run_1/sizing.png
Drawn at 3 px/um.
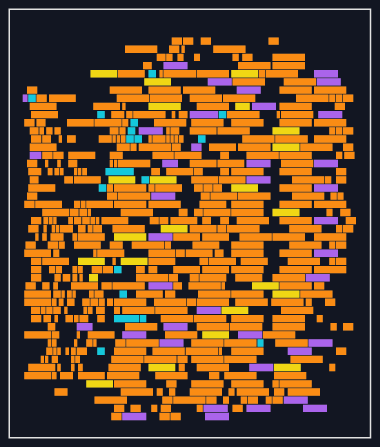
run_1/m3.png
Drawn at 2 px/um.
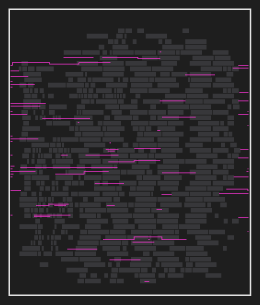
run_1/placed.png
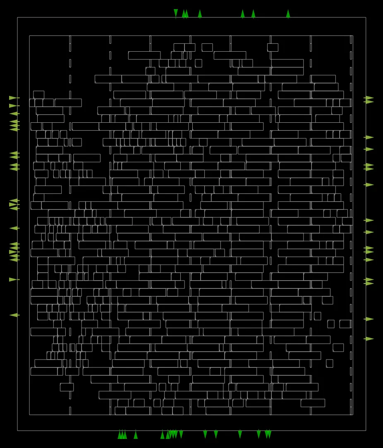
Design lvds_rx_deframer, sky130hd; sources not shown.
==> CHANGELOG.md, run 1 <==
### Changed

* Min cycle time layout at around 3400 ps
* Worst hold margin at roughly 440 ps
* Async SR Flop Fraction at ~30%
* Worst min path class: primary input to async pin
* Sort of element at the end of the critical path: output pin
* Top flip-flop cell by instance count after synthesis: sky130_fd_sc_hd__edfxtp_1
* Number of max-cap violations at 0
* Clock transition at the registers of the reported paths at roughly 60 ps
* Setup TNS Final at 0 ps
* Sinks on Clock Net at 184
* Pin count of the biggest net entering global routing at around 57
* Synthesized chip area reported by yosys at roughly 7500 um2
* DRT iter0 DRCs at 308
* Area of the multi-input gates at between 2000 and 2500 um2
* DRC violation count after routing at 0
* Power density cells at ~300 nW/um2
* # hold bufs at CTS at 0
* Commonest Layout Cell: sky130_fd_sc_hd__edfxtp_1
* Global-route wire length before repair at about 23 mm
* Avg Inst Size Synth at approximately 17 um2
* Fp util at 51.7%
* Arrival @ worst endpoint at roughly 2600 ps
* Largest vdd supply drop at ~0.00016 V
* Highest-count cells in the layout ignoring fill and taps: 128 x sky130_fd_sc_hd__edfxtp_1, 57 x sky130_fd_sc_hd__clkdlybuf4s50_1, 55 x sky130_fd_sc_hd__dfrtp_1, 39 x sky130_fd_sc_hd__nor2b_1, 32 x sky130_fd_sc_hd__mux4_2
* Number of global-route vias before repair at approximately 4200
* Status: finished clean
* Warning total across the stage logs at 31
* Synth Seq Share at between 60% and 70%
* Pins over their slew limit at 0
* Height of the chip at 142 um
* Diode insertion count for antenna repair at 0
* Clock tree from TritonCTS: built
* Number of cells in the yosys synthesis report at between 400 and 500
* Number of antenna violations at the first check in global routing at 0
* Transition time at the pin with the least slew margin at ~710 ps
* Layout Skew at roughly 7.5 ps
* Distinct cell type count of the synthesized netlist at around 44
* Synthesized netlist cell count at approximately 450
* Count of state elements after synthesis at approximately 180
* Kind of start point of the critical path: register
* Net Count, Synth at roughly 470
* Wire per inst at a little under 20 um
* Clock network latency to the later pin of the worst-skew pair at between 400 and 500 ps
-- sizing.png (at the start) --
Key: yellow = x6 and larger [cells 23, share 4.4%, most used clkbuf_16]; orange = x1 and smaller [cells 448, share 85%, most used edfxtp_1]; purple = x2 [cells 38, share 7.2%, most used mux4_2]; cyan = x3 and x4 [cells 18, share 3.4%, most used buf_4]
Synth-to-Final Area Change: 18.9%
Worst Slack Setup Final: 4030 ps

-- m3.png (at the start) --
The layer holds 4.6% of the routed length. The wires run mostly horizontal. The layer carries 665 um of wire.
DR vias: 4023
met3 track demand over resource in global routing: 4.89%
wirelength, routed: 14.5 mm

-- placed.png (at the start) --
area of the placeable core: 14500 um2
total number of placement rows: 48
count of inserted tapcells: 200
post-route core utilization: 61.5%
total number of sequential cells: 184

[run 1: cell families after synthesis]
group / share of synthesized area (%)
other: 0.0499
XOR/XNOR: 1.75
buffers and inverters: 1.96
adder cells (fa/ha/maj): 2.10
flip-flops: 69.8
multiplexers: 9.74
AND-OR/OR-AND: 6.23
AND/OR/NAND/NOR: 8.37
[run 1: cell usage after synthesis, types with 4 or more instances]
cell                       instances  area [um2]
sky130_fd_sc_hd__edfxtp_1        128        3840
sky130_fd_sc_hd__dfrtp_1          56        1400
sky130_fd_sc_hd__nor2b_1          39         244
sky130_fd_sc_hd__mux4_2           32         721
sky130_fd_sc_hd__a22o_1           27         236
sky130_fd_sc_hd__nand2_1          19        71.3
sky130_fd_sc_hd__inv_1            14        52.6
sky130_fd_sc_hd__nor2_1           13        48.8
sky130_fd_sc_hd__clkbuf_1         12        45.0
sky130_fd_sc_hd__ha_1             11         138
sky130_fd_sc_hd__nand3_1           9        45.0
sky130_fd_sc_hd__o21ai_0           9        45.0
sky130_fd_sc_hd__xnor2_1           8        70.1
sky130_fd_sc_hd__buf_2             7        35.0
sky130_fd_sc_hd__xor2_1            7        61.3
sky130_fd_sc_hd__nor3_1            6        30.0
sky130_fd_sc_hd__a21oi_1           5        25.0
sky130_fd_sc_hd__and2_1            5        31.3
sky130_fd_sc_hd__nand4_1           4        25.0
sky130_fd_sc_hd__nor3b_1           4        30.0
[run 1: per-stage QoR]
| stage | instances | setup WS (ps) | instance area [um2] | total power (W) | utilization [%] |
|---|---|---|---|---|---|
| floorplan | 448 | 4760 | 7510 | 0.00152 | - |
| global placement | 695 | 3950 | 8330 | 0.00174 | 57.3 |
| detailed placement | 695 | 3830 | 8330 | 0.00175 | 57.3 |
| CTS | 727 | 3960 | 8940 | 0.00267 | 61.5 |
| global route | 727 | 3860 | 8940 | 0.00274 | 61.5 |
| finish | 727 | 4030 | 8940 | 0.00263 | 61.5 |
[run 1: per-layer routing]
layer  vias to the layer above  GRT usage (%)  wire length [um]
met2                       100           32.0              7940
met3                        16           4.89               664
met1                      2063           22.0              5670
met4                         0           4.89               185
li1                       1844              -                 -
met5                         -              0                 0
[run 1: area by class of cell]
class                      instances  area share (%)
multi-input combinational        229            23.8
timing repair buffer              68            7.28
sequential                       184            58.7
tap                              200            2.80
clock inverter                     9            1.25
inverter                          14           0.588
clock buffer                      23            5.60
[run 1: critical path, cell delays in order, from the launching register on]
cell and delay, ps:
sky130_fd_sc_hd__dfrtp_2 340, sky130_fd_sc_hd__buf_4 530, sky130_fd_sc_hd__mux4_2 610, sky130_fd_sc_hd__nor2b_1 150, sky130_fd_sc_hd__clkdlybuf4s50_1 550
[run 1: power by group]
group | leakage [nW] | total, W | internal [W] | switching (W)
logic | 1.07 | 0.000581 | 0.000269 | 0.000313
clock network | 0.287 | 0.000916 | 0.000548 | 0.000368
registers | 1.85 | 0.00114 | 0.00111 | 0.0000226
total | 3.20 | 0.00263 | 0.00193 | 0.000703
==> run 2, diff against run 1 <==
ABC_CLOCK_PERIOD_IN_PS = 3170   (was 7400)
CORE_UTILIZATION = 49   (was 50)
PLACE_DENSITY = 0.84   (was 0.85)
clock period = 3.17 ns   (was 7.4 ns; I/O delays follow)
run_2/placed.png
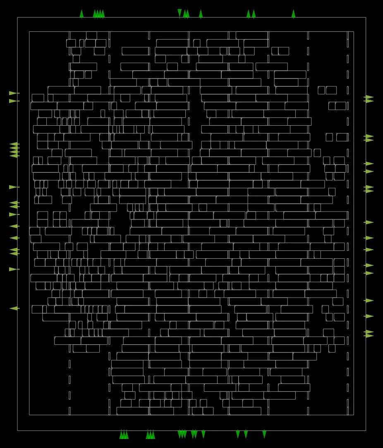
non-filler cells in the finished layout: 739
filler cell count: 1119
count of inserted tapcells: 204
share of cell area taken by flip-flops and latches: 58.3%

==> CHANGELOG.md, run 2 <==
### Changed

* Area of the multi-input gates at 2130 um2 (unchanged)
* Status: finished clean (unchanged)
* Family of cells with the greatest summed delay on the critical path: buffers and inverters (unchanged)
* Synthesized chip area reported by yosys at 7510 um2 (unchanged)
* Sort of element at the end of the critical path: output pin (unchanged)
* Global-route wire length before repair at 23.6 mm (was 23.2 mm)
* Largest vdd supply drop at 0.000315 V (was 0.000164 V)
* Top area cells in the synthesized netlist: sky130_fd_sc_hd__edfxtp_1 51%, sky130_fd_sc_hd__dfrtp_1 19%, sky130_fd_sc_hd__mux4_2 9.6%, sky130_fd_sc_hd__nor2b_1 3.2%, sky130_fd_sc_hd__a22o_1 3.1% (unchanged)
* Pin count of the biggest net entering global routing at 49 (was 57)
* Arrival @ worst endpoint at 2470 ps (was 2630 ps)
* Wirelength, routed at 14.6 mm (was 14.5 mm)
* Synthesized netlist cell count at 448 (unchanged)
* Logic depth of the worst setup path including buffers at 4 (unchanged)
* Clock tree from TritonCTS: built (unchanged)
* Commonest Layout Cell: sky130_fd_sc_hd__edfxtp_1 (unchanged)
* Post-route core utilization at 59.9% (was 61.5%)
* Warning total across the stage logs at 31 (unchanged)
* Wire per inst at 19.8 um (was 19.9 um)
* Slowest cell on the critical path: sky130_fd_sc_hd__mux4_2 (unchanged)
* Avg Inst Size Synth at 16.8 um2 (unchanged)
* Kind of start point of the critical path: register (unchanged)
* Total number of placement rows at 49 (was 48)
* Distinct cell type count of the synthesized netlist at 44 (unchanged)
* Highest-count cells in the layout ignoring fill and taps: 128 x sky130_fd_sc_hd__edfxtp_1, 57 x sky130_fd_sc_hd__clkdlybuf4s50_1, 55 x sky130_fd_sc_hd__dfrtp_1, 39 x sky130_fd_sc_hd__nor2b_1, 32 x sky130_fd_sc_hd__mux4_2 (unchanged)
* Net Count, Synth at 472 (unchanged)
* Layout Skew at 12.3 ps (was 7.52 ps)
* Number of antenna violations at the first check in global routing at 0 (unchanged)
* Setup TNS Final at 0 ps (unchanged)
* DRT iter0 DRCs at 258 (was 308)
* Sinks on Clock Net at 184 (unchanged)
## run 2: worst register-to-register path, delay by kind of cell (launching register included)
family	cells	cell delay, ps
buffers and inverters	2	460
flip-flops	1	670
AND/OR/NAND/NOR	4	960
## run 2: cell type report
type / count / share of cell area, %
repair buffers: 76 / 8.18
flip-flops and latches: 184 / 58.3
multi-input cells: 229 / 23.6
clock buffers: 17 / 4.73
inverters: 14 / 0.584
clock inverters: 15 / 1.74
well taps: 204 / 2.84
## run 2: logic make-up after synthesis
| logic type | count (synthesis) | synth area share (%) |
|---|---|---|
| compound gates | 60 | 6.23 |
| xor+xnor | 15 | 1.75 |
| fa+ha+maj | 12 | 2.10 |
| buf+inv | 35 | 1.96 |
| flops | 184 | 69.8 |
| mux | 33 | 9.74 |
| other cells | 1 | 0.0499 |
| simple gates | 108 | 8.37 |
## run 2: metal layers
layer | vias to the layer above | GRT usage [%] | routed length, um
met3 | 18 | 3.54 | 664
met5 | - | 0 | 0
li1 | 1862 | - | -
met1 | 2131 | 22.2 | 5890
met4 | 0 | 5.67 | 199
met2 | 121 | 31.8 | 7890
## run 2: metrics by stage
step           area [um2]  std cells  power (W)  worst slack (ps)  hold slack (ps)
2_1_floorplan        7510        448    0.00356               707             21.4
3_3_place_gp         8420        707    0.00410               648              490
3_5_place_dp         8420        707    0.00414               603              487
4_1_cts              9000        739    0.00619               322              139
5_1_grt              9000        739    0.00638               263              188
6_report             9000        739    0.00611               382              116
## run 2: where the power goes
part / switching (W) / total, W / internal, W / leakage, nW
Sequential: 0.0000722 / 0.00267 / 0.00260 / 1.85
Combinational: 0.000730 / 0.00138 / 0.000652 / 1.12
Clock: 0.000942 / 0.00206 / 0.00112 / 0.283
No activity file was given, so power comes from the tool's default toggle rates.
